$ cat src/rtl/op_dispatch.sv
// op_dispatch: operation descriptor FIFO and frame-aligned dispatcher.
// Captures op descriptors strobed by csr_ope, buffers them in a DEPTH-entry
// FIFO and hands them one at a time to the update engine, each issue aligned
// to a frame_start pulse. Reports busy/queue/overflow status to the CSR block.
module op_dispatch #(
    parameter int DEPTH = 4,
    parameter int AW    = 2
) (
    input  logic        clk,
    input  logic        rst,

    input  logic [11:0] csr_opleft,
    input  logic [11:0] csr_opright,
    input  logic [11:0] csr_optop,
    input  logic [11:0] csr_opbottom,
    input  logic [7:0]  csr_opparam,
    input  logic [7:0]  csr_oplength,
    input  logic [7:0]  csr_opcmd,
    input  logic        csr_ope,

    input  logic        frame_start,

    output logic        op_valid,
    input  logic        op_ready,
    output logic [11:0] op_left,
    output logic [11:0] op_right,
    output logic [11:0] op_top,
    output logic [11:0] op_bottom,
    output logic [7:0]  op_param,
    output logic [7:0]  op_length,
    output logic [7:0]  op_cmd,
    input  logic        op_done,

    output logic        op_busy,
    output logic        op_queue,
    output logic        op_overflow
);

    typedef enum logic [1:0] {
        IDLE       = 2'd0,
        WAIT_FRAME = 2'd1,
        ISSUE      = 2'd2,
        RUN        = 2'd3
    } state_t;

    localparam logic [AW:0]   FULL_COUNT = (AW+1)'(DEPTH);
    localparam logic [AW:0]   CNT_ONE    = (AW+1)'(1);
    localparam logic [AW-1:0] PTR_ONE    = AW'(1);

    state_t        state;
    state_t        state_next;

    logic [71:0]   mem [DEPTH];
    logic [AW-1:0] wr_ptr;
    logic [AW-1:0] rd_ptr;
    logic [AW:0]   count;
    logic [AW:0]   count_next;

    logic [71:0]   wr_data;
    logic [71:0]   head;
    logic          full;
    logic          push;
    logic          drop;
    logic          pop;
    logic          load_head;

    assign wr_data = {csr_opleft, csr_opright, csr_optop, csr_opbottom,
                      csr_opparam, csr_oplength, csr_opcmd};
    assign head    = mem[rd_ptr];
    assign full    = (count == FULL_COUNT);

    // A push into a full FIFO is still honoured when the head pops on the same edge.
    assign push    = csr_ope && (!full || pop);
    assign drop    = csr_ope && full && !pop;

    // FSM state register.
    always_ff @(posedge clk) begin
        if (rst) begin
            state <= IDLE;
        end else begin
            state <= state_next;
        end
    end

    // FSM next-state logic; stray frame_start / op_done pulses fall through.
    always_comb begin
        state_next = state;
        case (state)
            IDLE: begin
                if (count != '0) begin
                    state_next = WAIT_FRAME;
                end
            end
            WAIT_FRAME: begin
                if (frame_start) begin
                    state_next = ISSUE;
                end
            end
            ISSUE: begin
                if (op_ready) begin
                    state_next = RUN;
                end
            end
            RUN: begin
                if (op_done) begin
                    state_next = IDLE;
                end
            end
            default: begin
                state_next = IDLE;
            end
        endcase
    end

    // FSM output decode: head capture on frame, FIFO pop on engine accept.
    always_comb begin
        load_head = 1'b0;
        pop       = 1'b0;
        case (state)
            WAIT_FRAME: load_head = frame_start;
            ISSUE:      pop       = op_ready;
            default: begin
                load_head = 1'b0;
                pop       = 1'b0;
            end
        endcase
    end

    // Occupancy after this edge; push and pop together leave it unchanged.
    always_comb begin
        count_next = count;
        case ({push, pop})
            2'b10:   count_next = count + CNT_ONE;
            2'b01:   count_next = count - CNT_ONE;
            default: count_next = count;
        endcase
    end

    // FIFO storage; entries need no reset since the pointers define validity.
    always_ff @(posedge clk) begin
        if (!rst && push) begin
            mem[wr_ptr] <= wr_data;
        end
    end

    // FIFO pointers and occupancy count; pointers wrap modulo DEPTH.
    always_ff @(posedge clk) begin
        if (rst) begin
            wr_ptr <= '0;
            rd_ptr <= '0;
            count  <= '0;
        end else begin
            if (push) begin
                wr_ptr <= wr_ptr + PTR_ONE;
            end
            if (pop) begin
                rd_ptr <= rd_ptr + PTR_ONE;
            end
            count <= count_next;
        end
    end

    // Issued descriptor: latched from the FIFO head on frame, held until accepted.
    always_ff @(posedge clk) begin
        if (rst) begin
            op_valid  <= 1'b0;
            op_left   <= '0;
            op_right  <= '0;
            op_top    <= '0;
            op_bottom <= '0;
            op_param  <= '0;
            op_length <= '0;
            op_cmd    <= '0;
        end else begin
            if (load_head) begin
                op_valid <= 1'b1;
                {op_left, op_right, op_top, op_bottom,
                 op_param, op_length, op_cmd} <= head;
            end else if (pop) begin
                op_valid <= 1'b0;
            end
        end
    end

    // Status bits registered from post-edge state so they track the FSM/FIFO exactly.
    always_ff @(posedge clk) begin
        if (rst) begin
            op_busy     <= 1'b0;
            op_queue    <= 1'b0;
            op_overflow <= 1'b0;
        end else begin
            op_busy  <= (state_next != IDLE);
            op_queue <= (count_next != '0);
            if (drop) begin
                op_overflow <= 1'b1;
            end
        end
    end

endmodule
$ cat config.mk
export PLATFORM = sky130hd
export DESIGN_NAME = op_dispatch
export DESIGN_NICKNAME = d
export VERILOG_FILES = /design/src/rtl/op_dispatch.sv
export SDC_FILE = /design/constraint.sdc
export NUM_CORES = 1
export LEC_CHECK = 0
export CAP_MARGIN = 20
export CELL_PAD_IN_SITES_DETAIL_PLACEMENT = 2
export CELL_PAD_IN_SITES_GLOBAL_PLACEMENT = 2
export CORE_MARGIN = 1.5
export CORE_UTILIZATION = 45
export CTS_CLUSTER_SIZE = 28
export DETAILED_ROUTE_END_ITERATION = 8
export PLACE_DENSITY_LB_ADDON = 0.15
export REMOVE_ABC_BUFFERS = 1
export SYNTH_ARGS = -nofsm -noshare
export SYNTH_HDL_FRONTEND = slang
export SYNTH_SLANG_ARGS = --single-unit
$ cat constraint.sdc
create_clock -name clk -period 6.49 [get_ports clk]
set_input_delay 0.649 -clock clk [delete_from_list [all_inputs] [get_ports clk]]
set_output_delay 0.649 -clock clk [all_outputs]
set_load 0.005 [all_outputs]
==> run_1/m1.png <==
The bar under the picture is 50 um long. Cells faint in the background.
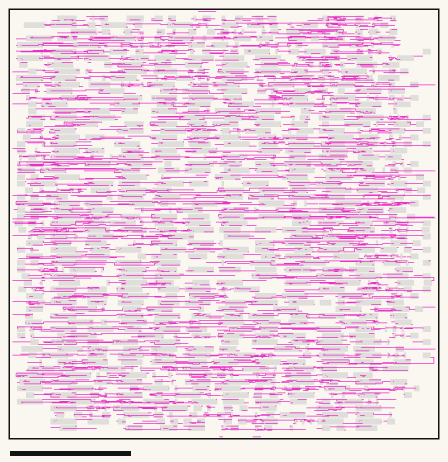
The layer carries 13700 um of wire. The layer holds 41% of the routed length. The wires run mostly horizontal.

==> run_1/m2.png <==
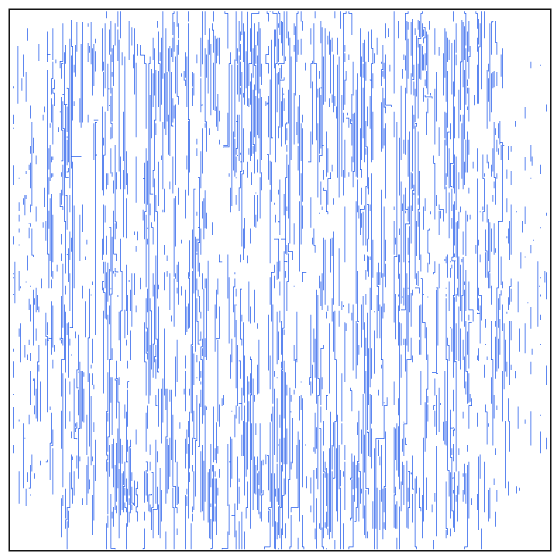
The layer carries 17600 um of wire. The layer holds 52% of the routed length. 942 nets have wire on it. The longest straight run is 111 um.

==> summary.log, run 1 <==
[run_status] status complete, no violations
[synthesis] cell with the most instances after synthesis sky130_fd_sc_hd__edfxtp_1
[final_layout] Filler Cells Inserted 2534
[final_timing] PnR worst setup slack 3.88 ns
[power_and_ir_drop] post-layout power 5250 uW
[synthesis] Cell Area, Synth 13500 um2
[setup_path] type of element launching the critical path register
[global_route] vias in the first global route 7939
[final_timing] Worst Clk Skew 0.0118 ns
[synthesis] Adder Area Share 0.00519
[clock_tree] clock buffers created by TritonCTS 38
[synthesis] post-synthesis cell count from yosys 762
[final_layout] non-filler instance count after layout 1342
[global_route] most utilized layer in the global route result met2
[final_layout] Core Util, Final 0.564
[setup_path] required time of the critical path 6.86 ns
[synthesis] post-synthesis instance total 762
[floorplan] total die area 31100 um2
[synthesis] top area contributor share 0.640
[route] average wire per cell in the routed design 24.9 um
[clock_tree] Reg clk slew, reported paths 0.06 ns
[setup_path] crit path max fanout 38
[synthesis] register share after synthesis 0.766
==> run_1/m3.png <==
The bar under the picture is 50 um long.
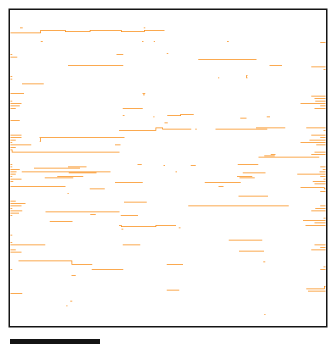
The layer holds 4.2% of the routed length. The longest straight run is 59.8 um.

==> run 1: state kept, by name, summed over array words and instances (netlist names), 2 cells and up <==
register	flops
mem	288
op_length	8
count	3
op_param	8
op_right	12
state	2
op_left	12
op_bottom	12
rd_ptr	2
op_top	12
wr_ptr	2
op_cmd	8
==> run 1: per-layer routing <==
metal  up-vias  part of all wire
met5         -           0.00039
met4         2             0.022
met3        49             0.042
met2       192              0.52
met1      3719              0.41
li1       3225                 -
==> run 1: final timing paths <==
kind / startpoint / cells after the start / to / slack [ns]
worst max register to register: rd_ptr[0] / 4 / op_length[7] / 3.88
worst max-delay path: rd_ptr[0] / 4 / op_length[7] / 3.88
worst min register to register: op_param[0] / 2 / op_param[0] / 0.45
worst min-delay path: op_param[0] / 2 / op_param[0] / 0.45
==> run 1: area by class of cell <==
cell class	instances	area (um2)	share of cell area
Tap cell	390	488	0.0293
Multi-Input combinational cell	342	2950	0.177
Timing Repair Buffer	162	1670	0.100
Sequential cell	373	10400	0.622
Clock buffer	55	1080	0.0646
Antenna cell	1	2.50	0.000150
Inverter	6	22.5	0.00135
Clock inverter	13	92.6	0.00556
==> run 1: report_power, final <==
| group | total (uW) | switching [uW] | internal, uW |
|---|---|---|---|
| registers | 2740 | 59.5 | 2680 |
| clock network | 2060 | 865 | 1190 |
| logic | 452 | 235 | 217 |
| total | 5250 | 1160 | 4090 |
==> run 1: critical path, cell delays in order, from the launching register on <==
cell	delay, ns
sky130_fd_sc_hd__dfxtp_4	0.82
sky130_fd_sc_hd__buf_4	0.75
sky130_fd_sc_hd__mux4_2	0.58
sky130_fd_sc_hd__nand2_1	0.14
sky130_fd_sc_hd__a21oi_1	0.10
==> run_1/clock_nets.png <==
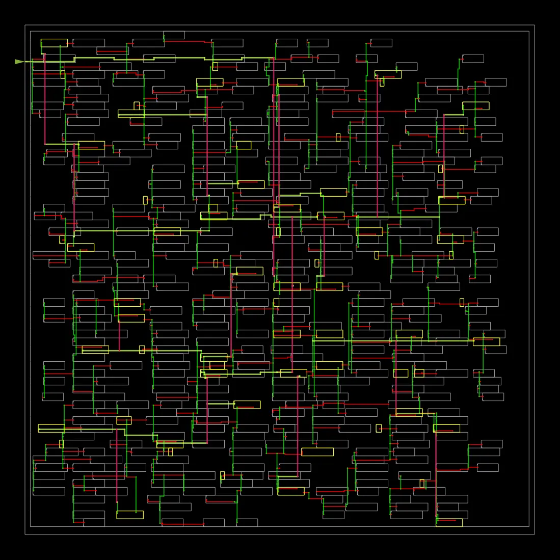

==> inputs of run 2 (changes only) <==
Settings changed: CORE_UTILIZATION 45 to 37.
Clock period 6.49 ns to 2.1 ns, I/O delays scaled along.
==> run_2/clock_nets.png <==
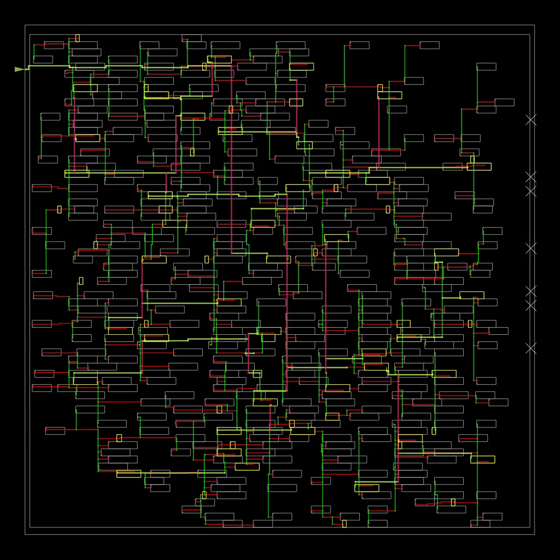
Worst Clk Skew: 0.0180 ns
Clock buffer cells: 60

==> run_2/m1.png <==
The bar under the picture is 50 um long. Cells faint in the background.
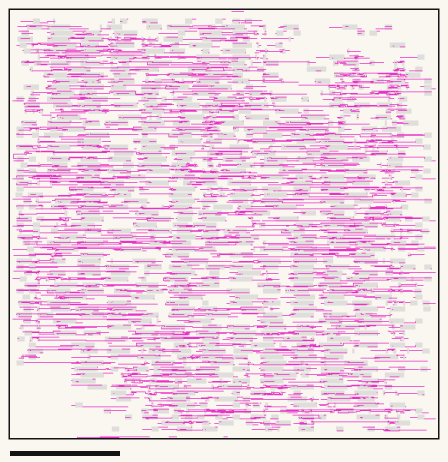
973 nets have wire on it. The layer holds 44% of the routed length. The longest straight run is 69.9 um.

==> summary.log, run 2 <==
[global_route] most utilized layer in the global route result met2 [unchanged]
[run_status] failing checks design-rule violations
[synthesis] post-synthesis instance total 762 [unchanged]
[clock_tree] Reg clk slew, reported paths 0.06 ns [about the same]
[floorplan] total die area 37700 um2 [was 31100 um2]
[route] met3 wire length 1390 um [was 1410 um]
[route] DRC Markers 7 [was 0]
[global_route] vias in the first global route 8519 [was 7939]
[route] highest routed layer met4 [was met5]
[setup_path] Setup crit start state[0] [was rd_ptr[0]]
[synthesis] top area contributor share 0.640 [unchanged]
[final_layout] Largest register FFs 288 [unchanged]
[route] sum of routed wire segments on met1 15200 um [was 13700 um]
[run_status] status finished, violations left [was complete, no violations]
[setup_path] Reg-to-Reg Start state[0] [was rd_ptr[0]]
[final_layout] Core Util, Final 0.478 [was 0.564]
[synthesis] register share after synthesis 0.766 [unchanged]
[synthesis] Cell Area, Synth 13500 um2 [unchanged]
[final_layout] Combinational Area 2950 um2 [unchanged]
[clock_tree] clock buffers created by TritonCTS 40 [was 38]
[setup_path] worst reg2reg endpoint op_queue [was op_length[7]]
[route] Routed met2 length 17600 um [about the same]
[setup_path] cells on worst reg2reg path 6 [was 4]
[setup_path] crit path max fanout 8 [was 38]
[setup_path] reg-to-reg setup timing slack 0.1 ns [was 3.88 ns]
-- run 2: cell counts after synthesis --
No cell type changed its count.
-- run 2: layout make-up --
type / count / share of cell area
Clock buffer: 60 / 0.0659
Multi-Input combinational cell: 342 / 0.173
Sequential cell: 373 / 0.606
Tap cell: 461 / 0.0337
Antenna cell: 1 / 0.000146
Clock inverter: 13 / 0.00424
Inverter: 6 / 0.00132
Timing Repair Buffer: 192 / 0.116
-- run 2: logic make-up after synthesis --
kind of cell	count (synthesis)	synth area share
flops	373	0.766
simple gates	174	0.0529
mux	73	0.121
fa+ha+maj	5	0.00519
compound gates	86	0.0360
xor+xnor	4	0.00259
buf+inv	47	0.0160
-- run 2: worst min path at each step --
stage	startpoint	to	slack [ns]	cells past startpoint
after floorplan	rst	count[1]	0.27	1
after global placement	op_top[4]	op_top[4]	0.44	2
after detailed placement	op_param[2]	op_param[2]	0.45	2
after CTS	csr_opcmd[5]	mem[2][5]	0.30	1
after global routing	csr_opcmd[5]	mem[2][5]	0.31	1
final	csr_opcmd[5]	mem[2][5]	0.33	1
-- run 2: worst max-delay path: stages (launching register included) --
cell                       delay (ns)
sky130_fd_sc_hd__dfxtp_1         0.38
sky130_fd_sc_hd__and4bb_4        0.36
sky130_fd_sc_hd__inv_1           0.06
sky130_fd_sc_hd__fa_1            0.50
sky130_fd_sc_hd__inv_1           0.06
sky130_fd_sc_hd__or3_1           0.35
sky130_fd_sc_hd__a21o_1          0.18
-- run 2: report_power, final --
| group | total [uW] | switching (uW) | internal [uW] | leakage [uW] |
|---|---|---|---|---|
| Clock | 6490 | 2780 | 3710 | 0.000587 |
| Combinational | 1500 | 765 | 734 | 0.00154 |
| Sequential | 8440 | 156 | 8280 | 0.00331 |
| Total | 16400 | 3710 | 12700 | 0.00544 |
==> run_2/m4.png <==
The bar under the picture is 50 um long.
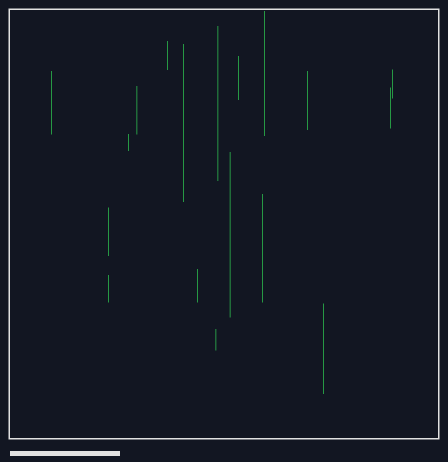

==> inputs of run 3 (changes only) <==
Settings changed: CORE_UTILIZATION 37 to 41, REMOVE_ABC_BUFFERS 1 to not set.
Clock period 2.1 ns to 1.9 ns, I/O delays scaled along.
==> run_3/m4.png <==
The bar under the picture is 50 um long.
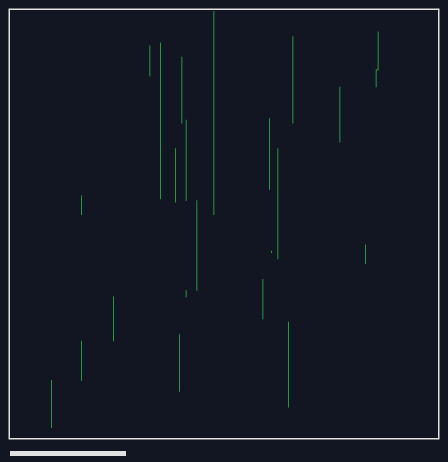
The layer carries 612 um of wire. The longest straight run is 87.7 um. The wires run mostly vertical. The layer holds 1.7% of the routed length. 10 nets have wire on it.

==> run_3/m2.png <==
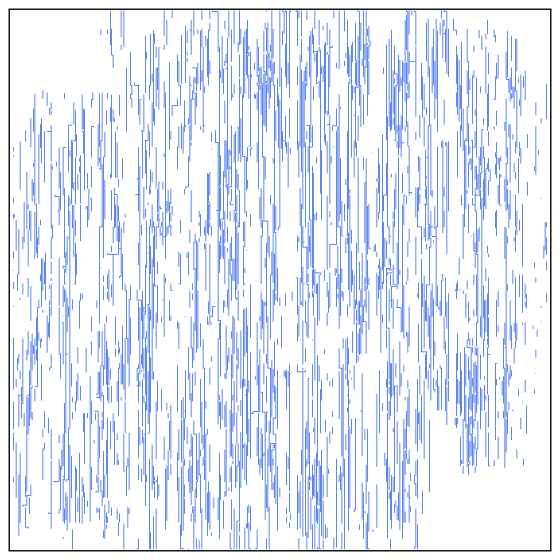
The wires run mostly vertical. The longest straight run is 74.1 um. The layer holds 51% of the routed length. 961 nets have wire on it. The layer carries 17700 um of wire.

==> summary.log, run 3 <==
[run_status] status complete, no violations [was finished, violations left]
[setup_path] cells on worst reg2reg path 6 [unchanged]
[synthesis] cell with the most instances after synthesis sky130_fd_sc_hd__edfxtp_1 [unchanged]
[synthesis] Cell Area, Synth 13500 um2 [unchanged]
[setup_path] type of element launching the critical path register [unchanged]
[synthesis] top area contributor share 0.640 [unchanged]
[setup_path] required time of the critical path 2.31 ns [was 2.52 ns]
[setup_path] largest stage delay on the critical path 0.51 ns [was 0.50 ns]
[final_layout] Most flops, register mem [unchanged]
[worst_hold_path] Hold Path Depth 3 [was 1]
[floorplan] total die area 34000 um2 [was 37700 um2]
[route] Pre-Repair DR Iteration Count 4 [was 7]
[final_timing] Worst Clk Skew 0.0209 ns [was 0.0180 ns]
[setup_path] reg-to-reg setup timing slack 0.04 ns [was 0.1 ns]
[route] DRC Markers 0 [was 7]
[setup_path] cell-by-cell trace of the critical path and4bb_4, inv_2, fa_2, inv_1, or3_4, a21o_1 [was and4bb_4, inv_1, fa_1, inv_1, or3_1, a21o_1]
[floorplan] Die Width 184 um [was 194 um]
[final_layout] Combinational Area 2980 um2 [was 2950 um2]
[synthesis] register share after synthesis 0.766 [unchanged]
[synthesis] post-synthesis cell count from yosys 762 [unchanged]
[final_timing] fin crit period 1.86 ns [was 2.00 ns]
[global_route] vias in the first global route 8477 [was 8519]
[clock_tree] Reg clk slew, reported paths 0.06 ns [about the same]
[job] max-cap check violation count 0 [unchanged]
[setup_path] crit path max fanout 2 [was 8]
[clock_tree] clock buffers created by TritonCTS 39 [was 40]
[final_layout] Filler Cells Inserted 2884 [was 3264]
[setup_path] number of buffers and inverters on the critical path 2 [unchanged]
[setup_path] cell type of the slowest stage on the worst timing path sky130_fd_sc_hd__fa_2 [was sky130_fd_sc_hd__fa_1]
[setup_path] stages on the worst setup path 6 [unchanged]
[global_route] most utilized layer in the global route result met2 [unchanged]
[route] average wire per cell in the routed design 24.7 um [was 24.0 um]
[final_layout] area delta synth->final 27.0% [was 26.6%]
[final_layout] Largest register FFs 288 [unchanged]
[synthesis] post-synthesis instance total 762 [unchanged]
[route] final wirelength 35100 um [was 34800 um]
[final_layout] sequential cell area in the final layout 10400 um2 [about the same]
[run 3: worst paths after layout]
kind / startpoint / to
min: rst / op_overflow
min reg2reg: op_top[9] / op_top[9]
max: state[0] / op_queue
max reg2reg: state[0] / op_queue
[run 3: power by group]
group / internal (uW) / switching (uW) / leakage, uW
Clock: 4190 / 3110 / 0.000586
Combinational: 825 / 867 / 0.00153
Sequential: 9150 / 163 / 0.00331
Total: 14200 / 4140 / 0.00543
[run 3: what timing repair did]
action / 4_1_cts / 5_1_grt
hold endpoints to repair: 0 / 0
hold buffers: 0 / 0
gates resized: 0 / 9
endpoints found under the setup margin: 0 / 92
setup buffers: 0 / 0
[run 3: cell families after synthesis]
logic type	count (synthesis)	synth area share
XOR/XNOR	4	0.00259
buffers and inverters	47	0.0160
flip-flops	373	0.766
AND/OR/NAND/NOR	174	0.0529
AND-OR/OR-AND	86	0.0360
adder cells (fa/ha/maj)	5	0.00519
multiplexers	73	0.121
[run 3: metal layers]
| layer | part of all wire | routed length, um |
|---|---|---|
| met1 | 0.43 | 15000 |
| met2 | 0.51 | 17700 |
| met3 | 0.049 | 1720 |
| met4 | 0.017 | 611 |
| met5 | 0.00026 | 9 |
[run 3: metrics by stage]
step                worst slack (ns)  cells  power [uW]
detailed placement            -0.275   1347       11200
global route                 -0.0168   1421       19000
CTS                          0.00977   1418       18500
floorplan                     0.0166    762       10200
global placement              -0.256   1347       11100
finish                        0.0368   1422       18300
[run 3: cell type report]
type                       count  share of cell area
tap                          442              0.0323
antenna                        3            0.000438
multi-input combinational    342               0.174
inverter                       6             0.00131
clock buffer                  59              0.0649
sequential                   373               0.604
timing repair buffer         185               0.118
clock inverter                12             0.00540
No activity file was given, so power comes from the tool's default toggle rates.
